===== config.mk =====
export PLATFORM = sky130hd
export DESIGN_NAME = uart_interface
export DESIGN_NICKNAME = d
export VERILOG_FILES = /design/src/rtl/uart_bus_pkg.sv /design/src/rtl/uart_rx.sv /design/src/rtl/uart_interface.sv
export SDC_FILE = /design/constraint.sdc
export NUM_CORES = 1
export LEC_CHECK = 0
export ABC_AREA = 1
export CORE_UTILIZATION = 62
export CTS_CLUSTER_DIAMETER = 80
export DETAILED_ROUTE_END_ITERATION = 12
export GPL_TIMING_DRIVEN = 0
export PLACE_DENSITY = 0.85
export SYNTH_ARGS = -nofsm -noshare
export SYNTH_HDL_FRONTEND = slang
export SYNTH_SLANG_ARGS = --single-unit
export TNS_END_PERCENT = 1

===== constraint.sdc =====
create_clock -name clk50MHz -period 4.5 [get_ports clk50MHz]
set_input_delay 0.675 -clock clk50MHz [delete_from_list [all_inputs] [get_ports clk50MHz]]
set_output_delay 0.675 -clock clk50MHz [all_outputs]
set_load 0.03 [all_outputs]

===== src/rtl/uart_bus_pkg.sv =====
// uart_bus_pkg: command bytes, bus control codes and FSM state types shared by the UART bus bridge
package uart_bus_pkg;
  localparam logic [7:0] CMD_WRITE      = 8'h56;
  localparam logic [7:0] CMD_READ       = 8'h55;
  localparam logic [7:0] CTRL_IDLE      = 8'h00;
  localparam logic [7:0] CTRL_WRITE     = 8'h01;
  localparam logic [7:0] CTRL_READ      = 8'h02;
  localparam logic [7:0] CTRL_SLAVE_ACK = 8'h80;
  typedef enum logic [2:0] {
    ST_IDLE, ST_ADDR, ST_WDATA, ST_BUS_REQ, ST_BUS_XFER, ST_TX_DATA
  } state_e;
  typedef enum logic [2:0] {
    RX_IDLE, RX_START, RX_DATA, RX_STOP, RX_WAIT
  } rx_state_e;
endpackage


===== src/rtl/uart_rx.sv =====
// uart_rx: 8N1 byte deserializer (clk, rst, rx_i serial in; data_o byte, valid_o one-cycle strobe)
module uart_rx
  import uart_bus_pkg::*;
#(
  parameter int CLKS_PER_BIT = 5208
) (
  input  logic       clk,
  input  logic       rst,
  input  logic       rx_i,
  output logic [7:0] data_o,
  output logic       valid_o
);
  localparam int CW = $clog2(CLKS_PER_BIT + 1);
  localparam logic [CW-1:0] HALF = CW'(CLKS_PER_BIT / 2 - 1);
  localparam logic [CW-1:0] FULL = CW'(CLKS_PER_BIT - 1);
  rx_state_e     state_q, state_d;
  logic [1:0]    sync_q;
  logic [CW-1:0] cnt_q, cnt_d;
  logic [2:0]    bit_q, bit_d;
  logic [7:0]    sh_q, sh_d;
  logic          valid_q, valid_d;
  logic          rx_s;
  assign rx_s    = sync_q[1];
  assign data_o  = sh_q;
  assign valid_o = valid_q;
  always_ff @(posedge clk) begin
    if (rst) begin
      state_q <= RX_IDLE;
      sync_q  <= 2'b11;
      cnt_q   <= '0;
      bit_q   <= '0;
      sh_q    <= '0;
      valid_q <= 1'b0;
    end else begin
      state_q <= state_d;
      sync_q  <= {sync_q[0], rx_i};
      cnt_q   <= cnt_d;
      bit_q   <= bit_d;
      sh_q    <= sh_d;
      valid_q <= valid_d;
    end
  end
  always_comb begin
    state_d = state_q;
    cnt_d   = cnt_q + 1'b1;
    bit_d   = bit_q;
    sh_d    = sh_q;
    valid_d = 1'b0;
    unique case (state_q)
      RX_IDLE: begin
        cnt_d = '0;
        if (!rx_s) state_d = RX_START;
      end
      RX_START: if (cnt_q == HALF) begin
        cnt_d   = '0;
        bit_d   = '0;
        state_d = rx_s ? RX_IDLE : RX_DATA;
      end
      RX_DATA: if (cnt_q == FULL) begin
        cnt_d = '0;
        sh_d  = {rx_s, sh_q[7:1]};
        bit_d = bit_q + 1'b1;
        if (bit_q == 3'd7) state_d = RX_STOP;
      end
      RX_STOP: if (cnt_q == FULL) begin
        cnt_d   = '0;
        valid_d = rx_s;
        state_d = rx_s ? RX_IDLE : RX_WAIT;
      end
      RX_WAIT: begin
        cnt_d = '0;
        if (rx_s) state_d = RX_IDLE;
      end
      default: state_d = RX_IDLE;
    endcase
  end
endmodule


===== src/rtl/uart_interface.sv =====
// uart_interface: UART-commanded bus master (clk50MHz/rst; rx/tx serial; bus_req/bus_ack arbitration; bus_out/ctrl_out driven, bus_in/ctrl_in sampled)
module uart_interface
  import uart_bus_pkg::*;
#(
  parameter int BUS_WIDTH   = 32,
  parameter int CTRL_WIDTH  = 8,
  parameter int INPUT_CLOCK = 50000000,
  parameter int UART_BAUD   = 9600
) (
  input  logic                  clk50MHz,
  input  logic                  rst,
  input  logic                  rx,
  output logic                  tx,
  output logic                  bus_req,
  input  logic                  bus_ack,
  output logic [BUS_WIDTH-1:0]  bus_out,
  input  logic [BUS_WIDTH-1:0]  bus_in,
  output logic [CTRL_WIDTH-1:0] ctrl_out,
  input  logic [CTRL_WIDTH-1:0] ctrl_in
);
  localparam int CLKS_PER_BIT = INPUT_CLOCK / UART_BAUD;
  localparam int TIMEOUT      = 16 * CLKS_PER_BIT;
  localparam int TW           = $clog2(TIMEOUT + 1);
  localparam int CW           = $clog2(CLKS_PER_BIT + 1);
  state_e                state_q, state_d;
  logic                  rd_q, rd_d;
  logic [1:0]            byte_q, byte_d;
  logic [31:0]           addr_q, addr_d;
  logic [31:0]           wdata_q, wdata_d;
  logic [31:0]           rdata_q, rdata_d;
  logic [TW-1:0]         to_q, to_d;
  logic [7:0]            wait_q, wait_d;
  logic [CW-1:0]         tx_cnt_q, tx_cnt_d;
  logic [3:0]            tx_bit_q, tx_bit_d;
  logic [1:0]            tx_byte_q, tx_byte_d;
  logic                  tx_q, tx_d;
  logic                  bus_req_q, bus_req_d;
  logic [BUS_WIDTH-1:0]  bus_out_q, bus_out_d;
  logic [CTRL_WIDTH-1:0] ctrl_out_q, ctrl_out_d;
  logic [15:0]           frame;
  logic [7:0]            rx_byte;
  logic                  rx_valid;
  logic                  slave_ack;
  uart_rx #(.CLKS_PER_BIT(CLKS_PER_BIT)) u_rx (
    .clk     (clk50MHz),
    .rst     (rst),
    .rx_i    (rx),
    .data_o  (rx_byte),
    .valid_o (rx_valid)
  );
  assign slave_ack = ctrl_in == CTRL_WIDTH'(CTRL_SLAVE_ACK);
  assign tx        = tx_q;
  assign bus_req   = bus_req_q;
  assign bus_out   = bus_out_q;
  assign ctrl_out  = ctrl_out_q;
  always_ff @(posedge clk50MHz) begin
    if (rst) begin
      state_q    <= ST_IDLE;
      rd_q       <= 1'b0;
      byte_q     <= '0;
      addr_q     <= '0;
      wdata_q    <= '0;
      rdata_q    <= '0;
      to_q       <= '0;
      wait_q     <= '0;
      tx_cnt_q   <= '0;
      tx_bit_q   <= '0;
      tx_byte_q  <= '0;
      tx_q       <= 1'b1;
      bus_req_q  <= 1'b0;
      bus_out_q  <= '0;
      ctrl_out_q <= '0;
    end else begin
      state_q    <= state_d;
      rd_q       <= rd_d;
      byte_q     <= byte_d;
      addr_q     <= addr_d;
      wdata_q    <= wdata_d;
      rdata_q    <= rdata_d;
      to_q       <= to_d;
      wait_q     <= wait_d;
      tx_cnt_q   <= tx_cnt_d;
      tx_bit_q   <= tx_bit_d;
      tx_byte_q  <= tx_byte_d;
      tx_q       <= tx_d;
      bus_req_q  <= bus_req_d;
      bus_out_q  <= bus_out_d;
      ctrl_out_q <= ctrl_out_d;
    end
  end
  always_comb begin
    state_d    = state_q;
    rd_d       = rd_q;
    byte_d     = byte_q;
    addr_d     = addr_q;
    wdata_d    = wdata_q;
    rdata_d    = rdata_q;
    to_d       = to_q;
    wait_d     = wait_q;
    tx_cnt_d   = tx_cnt_q;
    tx_bit_d   = tx_bit_q;
    tx_byte_d  = tx_byte_q;
    bus_out_d  = '0;
    ctrl_out_d = '0;
    unique case (state_q)
      ST_IDLE: if (rx_valid && (rx_byte == CMD_WRITE || rx_byte == CMD_READ)) begin
        state_d = ST_ADDR;
        rd_d    = rx_byte == CMD_READ;
        byte_d  = '0;
        to_d    = '0;
      end
      ST_ADDR, ST_WDATA: begin
        to_d = to_q + 1'b1;
        if (rx_valid) begin
          to_d   = '0;
          byte_d = byte_q + 1'b1;
          if (state_q == ST_ADDR) addr_d[{byte_q, 3'b000} +: 8] = rx_byte;
          else wdata_d[{byte_q, 3'b000} +: 8] = rx_byte;
          if (byte_q == 2'd3) state_d = (state_q == ST_WDATA || rd_q) ? ST_BUS_REQ : ST_WDATA;
        end else if (to_q == TW'(TIMEOUT - 1)) state_d = ST_IDLE;
      end
      ST_BUS_REQ: if (bus_ack) begin
        state_d    = ST_BUS_XFER;
        bus_out_d  = BUS_WIDTH'(addr_q);
        ctrl_out_d = rd_q ? CTRL_WIDTH'(CTRL_READ) : CTRL_WIDTH'(CTRL_WRITE);
        wait_d     = '0;
      end
      ST_BUS_XFER: begin
        // wait_q doubles as the write phase flag and the read response timer
        if (!bus_ack) state_d = ST_IDLE;
        else if (!rd_q) begin
          if (wait_q == 8'd0) begin
            bus_out_d  = BUS_WIDTH'(wdata_q);
            ctrl_out_d = CTRL_WIDTH'(CTRL_WRITE);
            wait_d     = 8'd1;
          end else state_d = ST_IDLE;
        end else if (slave_ack || wait_q == 8'hFF) begin
          state_d   = ST_TX_DATA;
          rdata_d   = slave_ack ? 32'(bus_in) : 32'hFFFF_FFFF;
          tx_cnt_d  = '0;
          tx_bit_d  = '0;
          tx_byte_d = '0;
        end else wait_d = wait_q + 1'b1;
      end
      ST_TX_DATA: begin
        tx_cnt_d = tx_cnt_q + 1'b1;
        if (tx_cnt_q == CW'(CLKS_PER_BIT - 1)) begin
          tx_cnt_d = '0;
          tx_bit_d = (tx_bit_q == 4'd10) ? 4'd0 : tx_bit_q + 1'b1;
          if (tx_bit_q == 4'd10) tx_byte_d = tx_byte_q + 1'b1;
          if (tx_byte_q == 2'd3 && tx_bit_q == 4'd9) state_d = ST_IDLE;
        end
      end
      default: state_d = ST_IDLE;
    endcase
    // bit slots per byte: 0 start, 1-8 data, 9 stop, 10 inter-byte idle
    frame     = {7'h7F, rdata_d[{tx_byte_d, 3'b000} +: 8], 1'b0};
    tx_d      = (state_d == ST_TX_DATA) ? frame[tx_bit_d] : 1'b1;
    bus_req_d = state_d == ST_BUS_REQ || state_d == ST_BUS_XFER;
  end
endmodule


Fig. 1: run 1, the metal 1 layer
(2 px per um)
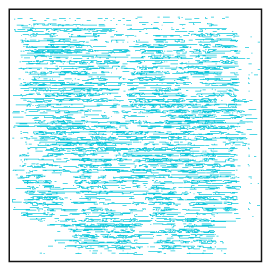
The longest straight run is 35.4 um. The layer carries 9,720 um of wire.
met1 Usage GRT: 36.8%
routed via count: 8,997
routed wire length: 22,800 um

Fig. 2: run 1, layout detail
Window x 82 to 107, y 82 to 107 um. Cells in gray, sequential cells in the stronger gray; small squares are vias.
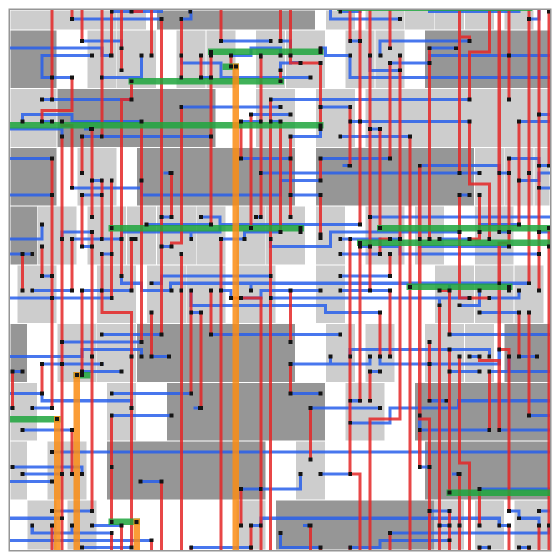
Key: orange = met4; green = met3; blue = met1; red = met2
Most frequent: nand2_1 (16), a21oi_1 (15), dfxtp_1 (10). 63 logic cells have their middle in the window. Sequential cells in the window: 10. Netlist names of flops here include addr_q (7), wdata_q (3).

Fig. 3: run 1, selected gate families
(2 px per um)
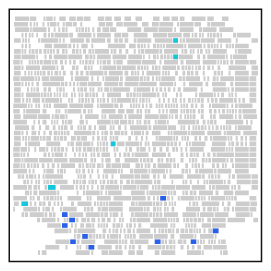
Key: blue = XOR/XNOR gates [cells 10, most used xor2_1]; cyan = AND-OR and OR-AND gates [cells 5, most used o21a_1]
fraction of area in multi-input gates: 39.4%
Layout Cells excl Fill: 1,635
highest-count logic cell in the final layout: nand2_1

==> metrics.cfg, run 1 <==
[outcome]
outcome=finished, violations left
violations=DRC

[synthesis]
netlist_area_sq_um=9440
largest_area_cell=dfxtp_1
ys.flops=212
synth.area.mux_share_pct=0
yosys.area_share.aoi_pct=13.9
synthCells=1330
yosysUniqueCellTypes=49
simple_gate_share_pct=29.8
synthXorXnorAreaFrac_pct=0.927
edf_count=0
flop_cell=dfxtp_1

[final_layout]
buf_share_pct=9.23
sh_seq_area_pct=38.0
dominant_cells=combinational gates
inverters=152
fin_util_pct=75.9
flops=212
area_delta_synth_final_pct=18.2
final.fill_count=1163
diodes=0
signal_buffers=127
layout.nets=1495
final-clk-cell-share_pct=6.13
logic_gate_count=922

[global_route]
grt_usage_pct=29.0
grt_pass1_vias=8244
grt_use_met2_pct=51.4
gr-total-overflow=0
use_met3_pct=3.04

[timing]
worstMarginPinSlew_ns=0.709
whs_ns=0.426
fin_ws_ns=1.60
finalClockPeriodUsage_pct=64.5
rsz0062_at_grt=no
period_needed_ns=2.90
setup_tns_ns=0
fmax_mhz=345
drv_slew=0
finalSetupViolations=0

[floorplan]
die_area_sq_um=15700
core_area_sq_um=14700
chipWidth_um=125
tap_cells=184
ios=86

[power]
seq_cell_power_w=0.00192
combinationalPower_w=0.000213
p_int_w=0.00298
clkPwrFrac_pct=44.5
ir_drop_v=0.000277
power_switching_w=0.000859
comb_power_share_pct=5.5
top_power_group=registers
p_sw_share_pct=22.4

[setup_path]
path_delay_family=buffers and inverters
start_kind=register
cp_data_arrival_time_ns=3.34
path_cells=clkbuf_1 > clkinv_1 > ha_1 > inv_1 > nor2_1 > clkinv_1 > nor3_1 > nand2_1 > a21oi_1
cp.depth=9
reg2reg_from=byte_q[0]$_SDFFE_PP0P_
crit_end=wdata_q[19]$_SDFFE_PP0P_
critPathKind=reg -> reg
regToRegSetupSlack_ns=1.60
crit_start=byte_q[0]$_SDFFE_PP0P_
worstSetupEndpointType=register

[route]
highest_layer=met4
drc=7
wl_met2_um=11300
dr.first_iter.drc_count=797
routedWlPerCell_um=14.0
route.met3.wl_um=1320

[placed_design]
dpl.hpwl_um=16000
port_buffers=78
dp_slack_ns=1.57
place_area_sq_um=10500
dp.cells=1597
gp_congestion=0.945

[flow_run]
maxCapViolations=0
warnings=31

[cts]
clock_path_buffers=3
numClockSinks=212
cts_resized=0
numCtsBuffers=23
postCtsHoldBufs=0
cts_setup_buffers=0

[worst_hold_path]
holdCritPathClass=reg -> reg
hold_path_depth=1

Fig. 4: run 1, where the registers sit
(4 px per um) Other sequential cells in the stronger gray, the rest of the logic in the fainter gray.
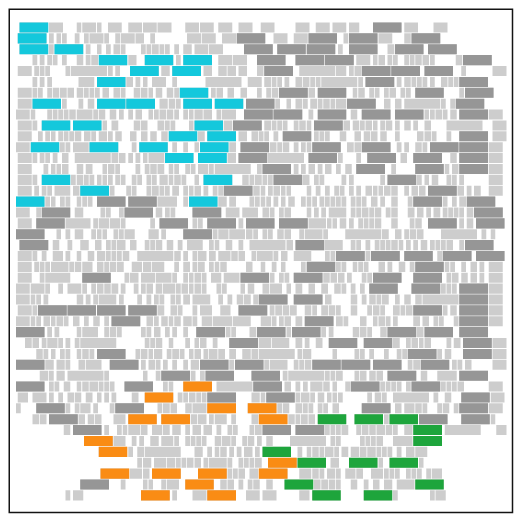

==> inputs of run 2 (changes only) <==
--- a/config.mk
+++ b/config.mk
@@ -6,11 +6,11 @@
 export NUM_CORES = 1
 export LEC_CHECK = 0
 export ABC_AREA = 1
-export CORE_UTILIZATION = 62
+export CORE_UTILIZATION = 52
 export CTS_CLUSTER_DIAMETER = 80
 export DETAILED_ROUTE_END_ITERATION = 12
 export GPL_TIMING_DRIVEN = 0
-export PLACE_DENSITY = 0.85
+export PLACE_DENSITY = 0.76
 export SYNTH_ARGS = -nofsm -noshare
 export SYNTH_HDL_FRONTEND = slang
 export SYNTH_SLANG_ARGS = --single-unit
==> constraint.sdc (replaced) <==
create_clock -name clk50MHz -period 2.41 [get_ports clk50MHz]
set_input_delay 0.3615 -clock clk50MHz [delete_from_list [all_inputs] [get_ports clk50MHz]]
set_output_delay 0.3615 -clock clk50MHz [all_outputs]
set_load 0.03 [all_outputs]
Fig. 5: run 2, where the registers sit
(3 px per um) Other sequential cells in the stronger gray, the rest of the logic in the fainter gray.
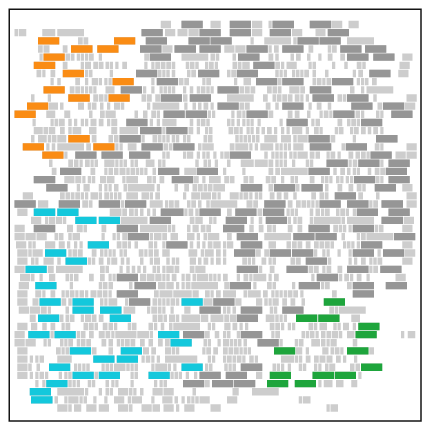
Key: green = u_rx.cnt_q [sequential cells 13, where bottom right]; cyan = rdata_q [sequential cells 32]; orange = to_q [sequential cells 17, where top left]

==> run 2 against run 1 <==
Compared with the run above:
- the run now ends clean
- die area increased by 19%
- critical endpoint is now tx$_SDFF_PP1_
- critical path depth increased by 7
- count of clock-buffer cells in the layout decreased by 3
- maximum frequency increased by 24%
- flip-flop count unchanged
- routed wire length increased by 1.4%
- critical path type unchanged
- utilization decreased by 11 points
- worst hold slack got worse by 0.015 ns
==> metrics.cfg, run 2 <==
[synthesis]
ys.flops=212  ; unchanged
flop_cell=dfxtp_1
netlist_area_sq_um=9440  ; unchanged
edf_count=0  ; unchanged
yosys.area_share.aoi_pct=13.9  ; unchanged
synthCells=1330  ; unchanged
synthXorXnorAreaFrac_pct=0.927  ; unchanged
synth.area.mux_share_pct=0  ; unchanged
synth-cells-yosys=1330
yosysUniqueCellTypes=49  ; unchanged
simple_gate_share_pct=29.8  ; unchanged

[placed_design]
dp.cells=1638  ; +2.6%
dp_slack_ns=-0.382  ; -1.95 ns
place_area_sq_um=10500  ; +0.49%
gp_congestion=0.940  ; -0.48%
dpl.hpwl_um=16400  ; +2.5%

[cts]
cts_setup_buffers=0  ; unchanged
numClockSinks=212  ; unchanged
cts_resized=3  ; +3
postCtsHoldBufs=0  ; unchanged
numCtsBuffers=23  ; unchanged
clock_path_buffers=3  ; unchanged

[worst_hold_path]
holdCritPathClass=reg -> reg
hold_path_depth=1  ; unchanged

[floorplan]
chipWidth_um=137  ; +9.0%
ios=86  ; unchanged
die_area_sq_um=18700  ; +19%
core_area_sq_um=17500  ; +19%

[route]
drc=0  ; -7
route.met3.wl_um=1270  ; -3.7%
wl_met2_um=10900  ; -3.2%
routed_wl_um=23100  ; +1.4%
vias=8997  ; unchanged
highest_layer=met4
dr.first_iter.drc_count=762  ; -4.4%

[power]
comb_power_share_pct=5.4  ; about the same
top_power_group=registers
clkPwrFrac_pct=45.4  ; +0.9 points
seq_cell_power_w=0.00358  ; +86%
p_sw_share_pct=22.9  ; +0.52 points

[timing]
finalSetupViolations=0  ; unchanged
worstMarginPinSlew_ns=0.757  ; +0.0479 ns
rsz0062_at_grt=yes
period_needed_ns=2.34  ; -0.561 ns
whs_ns=0.410  ; -0.0151 ns
fin_ws_ns=0.0707  ; -1.53 ns
drv_slew=0  ; unchanged
setup_tns_ns=0  ; unchanged

[final_layout]
flops=212  ; unchanged
signal_buffers=129  ; +1.6%
sh_comb_area_pct=39.5  ; +0.077 points
lay_top_count=nand2_1
dominant_cells=combinational gates
final.fill_count=1597  ; +37%
inverters=152  ; unchanged
final-clk-cell-share_pct=6.10  ; -0.031 points
final_cells=1678  ; +2.6%
buf_share_pct=9.26  ; +0.036 points
area_delta_synth_final_pct=19.8
diodes=0  ; unchanged
logic_gate_count=922  ; unchanged

[setup_path]
crit_end=tx$_SDFF_PP1_
worstSetupEndpointType=register
cp.depth=16  ; +7
path_delay_family=simple AND/OR/NAND/NOR gates
path_cells=ha_1 > nand2_1 > nor2_4 > nand2_1 > nor2_4 > nand2_2 > nand3_4 > nand2_8 > buf_6 > nand2_1 > nand3_1 > a21oi_1 > nor2_1 > nand2_1 > nand3_1 > nand2_1
cp_data_arrival_time_ns=2.78  ; -0.56 ns

[global_route]
use_met3_pct=3.44  ; +0.41 points
grtUsageMet1_pct=34.6  ; -2.2 points
grt_use_met2_pct=42.3  ; -9.1 points
grt_pass1_vias=8059  ; -2.2%

[flow_run]
maxCapViolations=0  ; unchanged
warnings=33  ; +6.5%

[outcome]
outcome=complete, no violations

Fig. 6: run 2, selected gate families
(2 px per um)
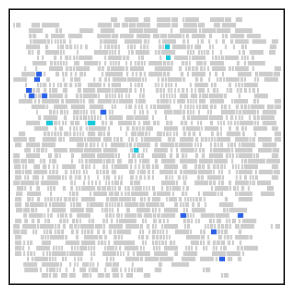

==> inputs of run 3 (changes only) <==
--- a/config.mk
+++ b/config.mk
@@ -6,11 +6,12 @@
 export NUM_CORES = 1
 export LEC_CHECK = 0
 export ABC_AREA = 1
-export CORE_UTILIZATION = 52
+export CORE_UTILIZATION = 62
 export CTS_CLUSTER_DIAMETER = 80
 export DETAILED_ROUTE_END_ITERATION = 12
 export GPL_TIMING_DRIVEN = 0
-export PLACE_DENSITY = 0.76
+export MAX_ROUTING_LAYER = met4
+export PLACE_DENSITY = 0.85
 export SYNTH_ARGS = -nofsm -noshare
 export SYNTH_HDL_FRONTEND = slang
 export SYNTH_SLANG_ARGS = --single-unit
==> constraint.sdc (replaced) <==
create_clock -name clk50MHz -period 2.84 [get_ports clk50MHz]
set_input_delay 0.426 -clock clk50MHz [delete_from_list [all_inputs] [get_ports clk50MHz]]
set_output_delay 0.426 -clock clk50MHz [all_outputs]
set_load 0.03 [all_outputs]
Fig. 7: run 3, selected gate families
(2 px per um)
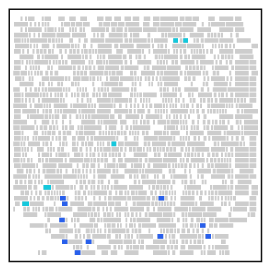
Key: blue = XOR/XNOR gates [cells 10, most used xor2_1]; cyan = AND-OR and OR-AND gates [cells 5, most used o21a_1]
Layout Cells excl Fill: 1,634
fraction of area in multi-input gates: 39.3%

==> run 3 against run 2 <==
Compared with the run above:
- non-clock buffer count down 2
- routed wire length down 1.0%
- sequential power down 15%
- highest routed layer unchanged
- critical path type unchanged
- the run now ends with DRC left
- global-route usage up 5.1 points
- worst hold slack worse by 0.0043 ns
- setup slack better by 0.31 ns
==> metrics.cfg, run 3 <==
[cts]
postCtsHoldBufs=0  ; unchanged
cts_setup_buffers=0  ; unchanged
numClockSinks=212  ; unchanged
cts_resized=1  ; -2
numCtsBuffers=22  ; -4.3%

[worst_hold_path]
hold_path_depth=1  ; unchanged
holdCritPathClass=reg -> reg

[timing]
setup_tns_ns=0  ; unchanged
period_needed_ns=2.46  ; +0.122 ns
rsz0062_at_grt=no
drv_slew=0  ; unchanged
fin_ws_ns=0.379  ; +0.308 ns
whs_ns=0.406  ; -0.00430 ns

[placed_design]
dpl.hpwl_um=16100  ; -1.9%
dp_slack_ns=0.0573  ; +0.439 ns
place_area_sq_um=10500  ; -0.49%
gp_congestion=0.970  ; +3.2%
dp.cells=1597  ; -2.5%

[synthesis]
synth-cells-yosys=1330  ; unchanged
yosys.area_share.aoi_pct=13.9  ; unchanged
synth.area.mux_share_pct=0  ; unchanged
ys.flops=212  ; unchanged
flop_cell=dfxtp_1
netlist_area_sq_um=9440  ; unchanged
synthCells=1330  ; unchanged
yosysUniqueCellTypes=49  ; unchanged
simple_gate_share_pct=29.8  ; unchanged

[final_layout]
inverters=152  ; unchanged
logic_gate_count=922  ; unchanged
area_delta_synth_final_pct=18.6
final-clk-cell-share_pct=6.46  ; +0.35 points
diodes=0  ; unchanged
final.fill_count=1127  ; -29%
flops=212  ; unchanged
buf_share_pct=9.21  ; -0.059 points
dominant_cells=combinational gates

[floorplan]
chipWidth_um=125  ; -8.3%
core_area_sq_um=14700  ; -16%
die_area_sq_um=15700  ; -16%
ios=86  ; unchanged

[route]
dr.first_iter.drc_count=822  ; +7.9%
wl_met2_um=11100  ; +1.9%
drc=7  ; +7

[outcome]
outcome=finished, violations left
violations=DRC

[global_route]
grt_use_met2_pct=51.7  ; +9.4 points
grt_pass1_vias=8260  ; +2.5%
use_met3_pct=3.55  ; +0.11 points

[setup_path]
worstSetupEndpointType=register
cp.depth=9  ; -7
cp_data_arrival_time_ns=2.90  ; +0.12 ns
path_delay_family=buffers and inverters

[flow_run]
warnings=31  ; -6.1%

[power]
comb_power_share_pct=5.4  ; about the same
top_power_group=registers


==> notes/layouts.md <==
Pictures saved along the way, in no particular order.

Routing congestion map.
(a)
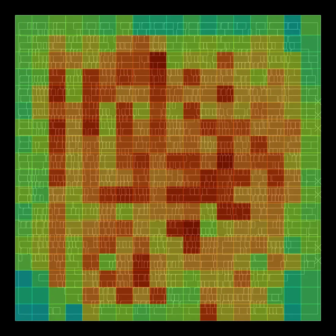
(b)
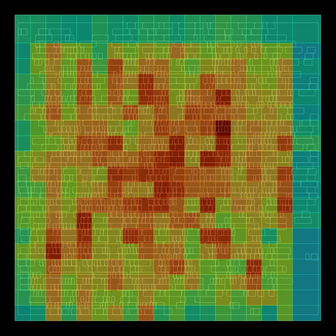
- highest utilization: (a)
| from | picture |
|---|---|
| run 3 | (a) |
| run 2 | (b) |

Power figures rest on the tool's default switching activity, not on a simulated workload.
